File: src/rtl/dependence_pair.sv
// Majority vote and parity-pattern (1,0,1) detector over three synchronized async inputs,
// with a saturating count of detected patterns.
module dependence_pair #(
    parameter int SYNC_STAGES = 2,
    parameter int CNT_W       = 8
) (
    input  logic             clk,
    input  logic             rst_n,
    input  logic             a,
    input  logic             b,
    input  logic             c,
    output logic             Result,
    output logic             Q,
    output logic [CNT_W-1:0] hit_cnt,
    output logic [1:0]       dbg_state_o
);

    typedef enum logic [1:0] {
        IDLE  = 2'd0,
        SAW1  = 2'd1,
        SAW10 = 2'd2
    } state_t;

    // One chain per input, packed side by side as {a, b, c}.
    logic [2:0]       sync_q [SYNC_STAGES];
    logic [2:0]       abc_s;
    logic             par;
    state_t           state_q, state_d;
    logic             result_q, result_d;
    logic             q_q, q_d;
    logic [CNT_W-1:0] hit_cnt_q, hit_cnt_d;

    always_ff @(posedge clk or negedge rst_n) begin
        if (!rst_n) begin
            for (int i = 0; i < SYNC_STAGES; i++) begin
                sync_q[i] <= 3'b000;
            end
        end else begin
            sync_q[0] <= {a, b, c};
            for (int i = 1; i < SYNC_STAGES; i++) begin
                sync_q[i] <= sync_q[i-1];
            end
        end
    end

    assign abc_s = sync_q[SYNC_STAGES-1];
    assign par   = abc_s[2] ^ abc_s[1] ^ abc_s[0];

    always_comb begin
        state_d  = state_q;
        result_d = (abc_s[2] & abc_s[1]) | (abc_s[2] & abc_s[0]) | (abc_s[1] & abc_s[0]);
        q_d      = (state_q == SAW10) & par;
        unique case (state_q)
            IDLE:    state_d = par ? SAW1 : IDLE;
            SAW1:    state_d = par ? SAW1 : SAW10;
            SAW10:   state_d = par ? SAW1 : IDLE;
            default: state_d = IDLE;
        endcase
    end

    // The counter is enabled by the registered pulse, so it lags Q by one edge.
    always_comb begin
        hit_cnt_d = hit_cnt_q;
        if (q_q && (hit_cnt_q != {CNT_W{1'b1}})) begin
            hit_cnt_d = hit_cnt_q + {{(CNT_W-1){1'b0}}, 1'b1};
        end
    end

    always_ff @(posedge clk or negedge rst_n) begin
        if (!rst_n) begin
            state_q   <= IDLE;
            result_q  <= 1'b0;
            q_q       <= 1'b0;
            hit_cnt_q <= '0;
        end else begin
            state_q   <= state_d;
            result_q  <= result_d;
            q_q       <= q_d;
            hit_cnt_q <= hit_cnt_d;
        end
    end

    assign Result      = result_q;
    assign Q           = q_q;
    assign hit_cnt     = hit_cnt_q;
    assign dbg_state_o = state_q;

endmodule

File: config.mk
export PLATFORM = sky130hd
export DESIGN_NAME = dependence_pair
export DESIGN_NICKNAME = d
export VERILOG_FILES = /design/src/rtl/dependence_pair.sv
export SDC_FILE = /design/constraint.sdc
export NUM_CORES = 1
export LEC_CHECK = 0
export CAP_MARGIN = 0
export CORE_MARGIN = 2
export CORE_UTILIZATION = 41
export CTS_CLUSTER_SIZE = 12
export DETAILED_ROUTE_END_ITERATION = 10
export GPL_TIMING_DRIVEN = 0
export PLACE_DENSITY = 0.71
export SLEW_MARGIN = 0
export SYNTH_ARGS = -nofsm -noshare
export SYNTH_HDL_FRONTEND = slang
export SYNTH_SLANG_ARGS = --single-unit
File: constraint.sdc
create_clock -name clk -period 1.4 [get_ports clk]
set_input_delay 0.28 -clock clk [delete_from_list [all_inputs] [get_ports clk]]
set_output_delay 0.28 -clock clk [all_outputs]
set_load 0.05 [all_outputs]
**Run 1: met1 routing**

Supply wires on this layer in gray.
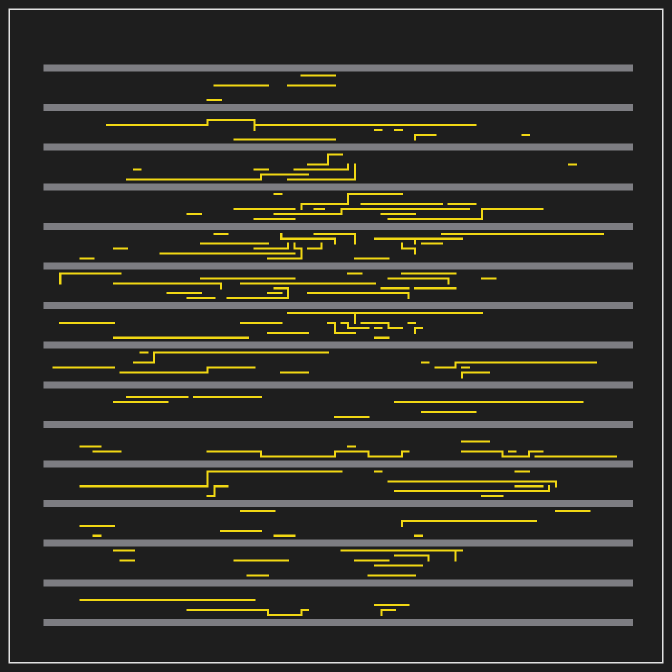
longest straight run: 15.2 µm
share of all routed wire: 46%
main direction: horizontal
wire length on this layer: 514 µm
Routed WL: 1.119 mm
Global Route met1 Usage: 17.23%
vias: 440

**Run 1: cells colored by class**

Scale bar: 10 µm. Fill, decap, tap and diode cells in gray.
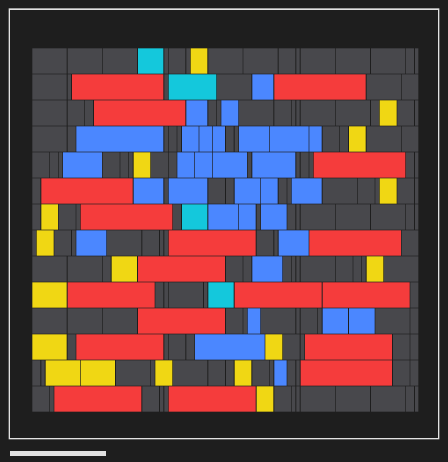
legend:
  blue:
    class: remaining logic cells
    cells: 31
  cyan:
    class: clock drivers and dummy loads
    cells: 4
  red:
    class: registers
    cells: 18
  yellow:
    class: remaining buffers and delay cells
    cells: 17
post-layout util: 56.98%
Core Area: 1541 µm²

**Run 1: cell density map**

9 x 9 tiles, from white (low) to dark blue (high), 0 to 100% covered.
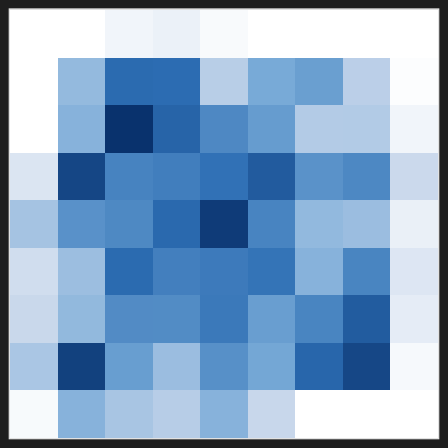
mean over tiles: 43%
nearly empty tiles: 15%
tiles over 75% full: 16%
starting density of the core: 44.24%

==> flow_metrics.py, run 1 <==
# Synthesis and PnR figures
metrics = {
    "status": {
        "run_status": "complete, no violations",
    },
    "synthesis": {
        "yosysWarningCount": 0,
        "synth_dominant_cell_count": "dfrtp_1",
        "ys_area_um2": 681.9,
        "async_flop_share_pct": 100.0,
        "synth_cells": 49,
        "syn_area_per_cell_um2": 13.92,
        "common_cells": "dfrtp_1 (18), a21oi_1 (4), xnor2_1 (4)",
        "top_area_share_pct": 66.06,
        "yosys_cells": 49,
        "ys.flops": 18,
        "seq_area_frac_synth_pct": 66.06,
        "dominantRegCellSynth": "dfrtp_1",
        "synth-edff-count": 0,
        "ys_types": 21,
        "syn_area_um2": 681.9,
    },
    "grt": {
        "top_usage_layer": "met2",
        "first_global_vias": 448,
        "track_usage_pct": 14.37,
        "grt.overflow.total": 0,
        "grt_pass1_wl_mm": 1.987,
        "grt_max_degree": 19,
        "use_met3_pct": 5.600,
    },
    "critical_path": {
        "crit_type": "register to register",
        "r2r-end": "hit_cnt[6]",
        "endpoint": "hit_cnt[6]",
        "cp-start-kind": "register",
        "reg2reg_from": "hit_cnt[0]",
        "ff2ff_path_depth": 4,
        "r2r_setup_slack_ps": 80,
        "crit_arrival_ps": 1500,
        "crit_start": "hit_cnt[0]",
    },
    "power_and_ir_drop": {
        "p_leak_nw": 0.3947,
        "power.density_nw_per_um2": 1616,
        "total_power_mw": 1.419,
    },
    "worst_hold_path": {
        "hold_start": "sync_q[5]",
        "whs_path_depth": 0,
        "min-delay-path-class": "register to register",
    },
    "final_layout": {
        "inv_count": 1,
        "antenna_cells": 0,
        "nonClkBufAreaFrac_pct": 12.25,
        "clock_area_share_pct": 4.131,
        "final_area_um2": 878.3,
        "fin_cells": 86,
        "ff_count": 18,
        "largest_class": "registers",
        "buffers": 17,
        "fillers": 140,
        "finalNetCount": 78,
        "clkbuf_count": 4,
        "logic_gate_count": 30,
        "seq-cell-share_pct": 52.42,
        "layout.area.comb_um2": 250.2,
    },
    "flow_run": {
        "warning_count": 27,
        "drv_cap": 0,
    },
    "clocking": {
        "cts_tree": "done",
        "htree_levels": 1,
        "holdBufCountCts": 0,
        "cts.sink_count": 18,
        "clock_path_buffers": 2,
        "clk_pin_slew_ps": 100,
        "cts_resized": 38,
        "clock_latency_ps": 280,
    },
    "timing": {
        "drv_slew": 0,
        "hold_violations": 0,
        "max_slew.worst_pin.slew_ps": 755.3,
        "setup_viol": 0,
        "finClkSkew_ps": 1.378,
        "tns_ps": 0,
        "min_period_over_period_pct": 94.22,
        "min_period_ps": 1319,
        "final.setup.worst_slack_ps": 80.96,
    },
    "die": {
        "chipWidth_um": 44.78,
        "die_area_um2": 2005,
        "rows": 14,
        "taps": 16,
        "die_h_um": 44.78,
        "ioPinCount": 17,
    },
    "placed_design": {
        "place_ws_ps": -114.6,
        "gp_congestion": 0.7829,
        "place_hpwl_um": 817.8,
        "placed_cells": 81,
        "port_buffers": 16,
    },
    "drt": {
        "highest_layer": "met3",
        "drt-pass1-iter-count": 2,
        "drc_errors": 0,
        "first_iter_violations": 2,
        "wl_met2_um": 538,
        "drtAntennaViolNets": 0,
        "vias_per_cell": 5.116,
    },
}
run 1: state kept, by name (all words and copies together) (netlist names):
signal / flops
Q: 1
Result: 1
abc_s: 3
dbg_state_o: 2
hit_cnt: 8
sync_q: 3
run 1: worst max-delay path: stages (launching register included):
cell and delay (ps):
dfrtp_2 450, ha_4 180, and3_4 170, nand3_1 90
mux2_2 330
run 1: logic make-up after synthesis:
family                     synth area share [%]
buffers and inverters                    0.5499
muxes                                     3.303
adders and majority gates                 4.770
AOI/OAI and AO/OA                         9.174
and+or+nand+nor                           11.01
DFF                                       66.05
xor gates and xnor gates                  5.137
run 1: power breakdown:
group	leakage (nW)	switching, mW	internal, mW
registers	0.215	0.0839	0.596
logic	0.158	0.294	0.136
clock network	0.0210	0.151	0.158
==> run 2, diff against run 1 <==
- SLEW_MARGIN: 0 -> default
==> flow_metrics.py, run 2 <==
# Synthesis and PnR figures
metrics = {
    "status": {
        "run_status": "complete, no violations",
    },
    "drt": {
        "first_iter_violations": 2,
        "wl_met2_um": 538,
        "wl_mm": 1.119,
        "drtAntennaViolNets": 0,
        "vias": 440,
        "drc_errors": 0,
    },
    "clocking": {
        "clk_pin_slew_ps": 100,
        "htree_levels": 1,
        "cts.sink_count": 18,
        "cts_tree": "done",
        "holdBufCountCts": 0,
    },
    "final_layout": {
        "ff_count": 18,
        "logic_gate_count": 30,
        "buffers": 17,
        "nonClkBufAreaFrac_pct": 12.25,
        "final_util_pct": 56.98,
        "largest_class": "registers",
        "antenna_cells": 0,
        "largest_register_ffs": 8,
    },
    "synthesis": {
        "xor_share_pct": 5.138,
        "yosysWarningCount": 0,
        "ys_area_um2": 681.9,
        "async_flop_share_pct": 100.0,
        "syn_area_per_cell_um2": 13.92,
        "aoi_share_pct": 9.174,
        "yosys_cells": 49,
        "adder_share_pct": 4.771,
        "syn_area_um2": 681.9,
        "common_cells": "dfrtp_1 (18), a21oi_1 (4), xnor2_1 (4)",
        "top_area_share_pct": 66.06,
        "logic_family": "simple AND/OR/NAND/NOR gates",
    },
    "timing": {
        "min_period_over_period_pct": 94.22,
        "drv_slew": 0,
        "min_period_ps": 1319,
        "max_slew.worst_pin.slew_ps": 755.3,
        "setup_viol": 0,
    },
    "grt": {
        "grt_max_degree": 19,
        "first_global_vias": 448,
        "use_met1_pct": 17.23,
        "grt_pass1_wl_mm": 1.987,
        "track_usage_pct": 14.37,
    },
    "die": {
        "die_area_um2": 2005,
        "coreArea_um2": 1541,
        "chipWidth_um": 44.78,
        "taps": 16,
        "fp_util_pct": 44.24,
    },
    "critical_path": {
        "crit_cells": 4,
        "crit_arrival_ps": 1500,
        "max_stage_delay_ps": 450,
        "crit_start": "hit_cnt[0]",
        "cp-start-kind": "register",
        "crit_type": "register to register",
        "endpoint": "hit_cnt[6]",
        "r2r_setup_slack_ps": 80,
        "slowest_stage": "dfrtp_2",
    },
    "power_and_ir_drop": {
        "p_leak_nw": 0.3947,
        "total_power_mw": 1.419,
    },
    "worst_hold_path": {
        "whs_path_depth": 0,
        "hold_start": "sync_q[5]",
    },
    "flow_run": {
        "drv_cap": 0,
    },
    "placed_design": {
        "port_buffers": 16,
    },
}
[run 2: cell counts after synthesis]
Identical to the previous run, type by type.
[run 2: metrics by stage]
stage | cells | worst slack (ps)
2_1_floorplan | 49 | -52.30
3_3_place_gp | 81 | -127.4
3_5_place_dp | 81 | -114.6
4_1_cts | 85 | 0.1210
5_1_grt | 86 | 14.34
6_report | 86 | 80.96
[run 2: worst register-to-register path, stage by stage (launching register included)]
cell     delay (ps)
dfrtp_2         450
ha_4            180
and3_4          170
nand3_1          90
mux2_2          330
[run 2: report_power, final]
part | internal, mW | switching [mW] | total, mW | leakage (nW)
logic | 0.136 | 0.294 | 0.430 | 0.158
clock network | 0.158 | 0.151 | 0.309 | 0.0210
registers | 0.596 | 0.0839 | 0.680 | 0.215
total | 0.890 | 0.529 | 1.42 | 0.395
**Run 2: cells colored by class**

Scale bar: 10 µm. Fill, decap, tap and diode cells in gray.
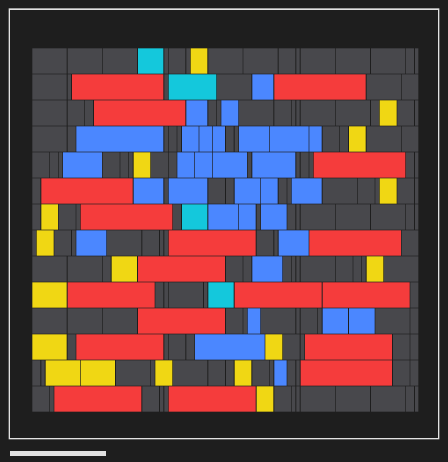
Seq/total area: 52.42%
fin area: 878.3 µm²
cell row count: 14

**Run 2: wires at chosen ports, followed through buffers**

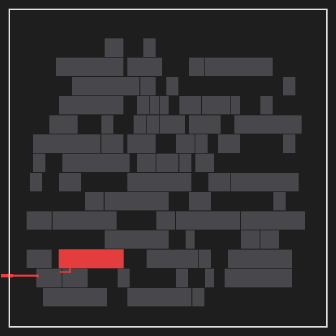

==> run 3, diff against run 2 <==
- TNS_END_PERCENT: default -> 10
**Run 3: wires at chosen ports, followed through buffers**

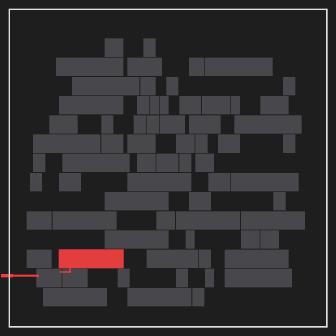
legend:
  red:
    port: c
    direction: input
    end_cells: 1
    buffers: 1
    wire: 6.40 µm
IO buf count: 16
number of I/O pins: 17

==> flow_metrics.py, run 3 <==
# Synthesis and PnR figures
metrics = {
    "status": {
        "run_status": "complete, no violations",
    },
    "die": {
        "die_h_um": 44.78,
        "coreArea_um2": 1541,
    },
    "synthesis": {
        "ys_types": 21,
        "yosysWarningCount": 0,
        "adder_share_pct": 4.771,
        "common_cells": "dfrtp_1 (18), a21oi_1 (4), xnor2_1 (4)",
        "yosys-mux-area-fraction_pct": 3.303,
        "syn_area_per_cell_um2": 13.92,
        "top_area_share_pct": 66.06,
    },
    "flow_run": {
        "warning_count": 29,
    },
    "timing": {
        "min_period_over_period_pct": 96.08,
        "max_slew.worst_pin.slew_ps": 755.0,
        "min_period_ps": 1345,
        "final.setup.worst_slack_ps": 54.85,
    },
    "critical_path": {
        "reg2reg_from": "hit_cnt[0]",
        "endpoint": "hit_cnt[6]",
        "r2r-end": "hit_cnt[6]",
        "max_stage_delay_ps": 400,
        "ff2ff_path_depth": 4,
        "cp-start-kind": "register",
        "slowest_stage": "dfrtp_2",
        "crit_arrival_ps": 1070,
        "crit_buf_inv": 1,
    },
    "final_layout": {
        "final_util_pct": 56.90,
        "fin_cells": 85,
        "finalNetCount": 77,
        "final_area_um2": 877.1,
    },
    "placed_design": {
        "placed_cells": 81,
    },
    "drt": {
        "drc_errors": 0,
        "drt-pass1-iter-count": 2,
        "highest_layer": "met3",
    },
    "grt": {
        "track_usage_pct": 14.38,
        "first_global_vias": 446,
        "use_met1_pct": 17.28,
        "top_usage_layer": "met2",
        "grt_pass1_wl_mm": 1.987,
        "grt_max_degree": 19,
        "use_met3_pct": 5.600,
    },
    "clocking": {
        "clk_pin_slew_ps": 100,
        "cts_resized": 37,
    },
}
[run 3: layout make-up]
class,instances,area (µm²)
clock buffer,4,36.28
fill,141,664.4
inverter,1,3.754
multi-input combinational,30,250.2
sequential,18,460.4
tap,16,20.02
timing repair buffer,16,106.4
[run 3: report_power, final]
part / leakage (nW) / internal (mW) / switching (mW)
clock: 0.0210 / 0.158 / 0.151
sequential: 0.215 / 0.596 / 0.0854
combinational: 0.151 / 0.118 / 0.288
total: 0.387 / 0.873 / 0.524
[run 3: logic make-up (layout without fill, tap and decap cells)]
kind of cell	Yosys count	after routing
AOI/OAI and AO/OA	10	10
and+or+nand+nor	12	12
adders and majority gates	2	2
DFF	18	18
buffers and inverters	1	21
muxes	2	2
xor gates and xnor gates	4	4
Power is estimated from default activity; no workload was simulated.
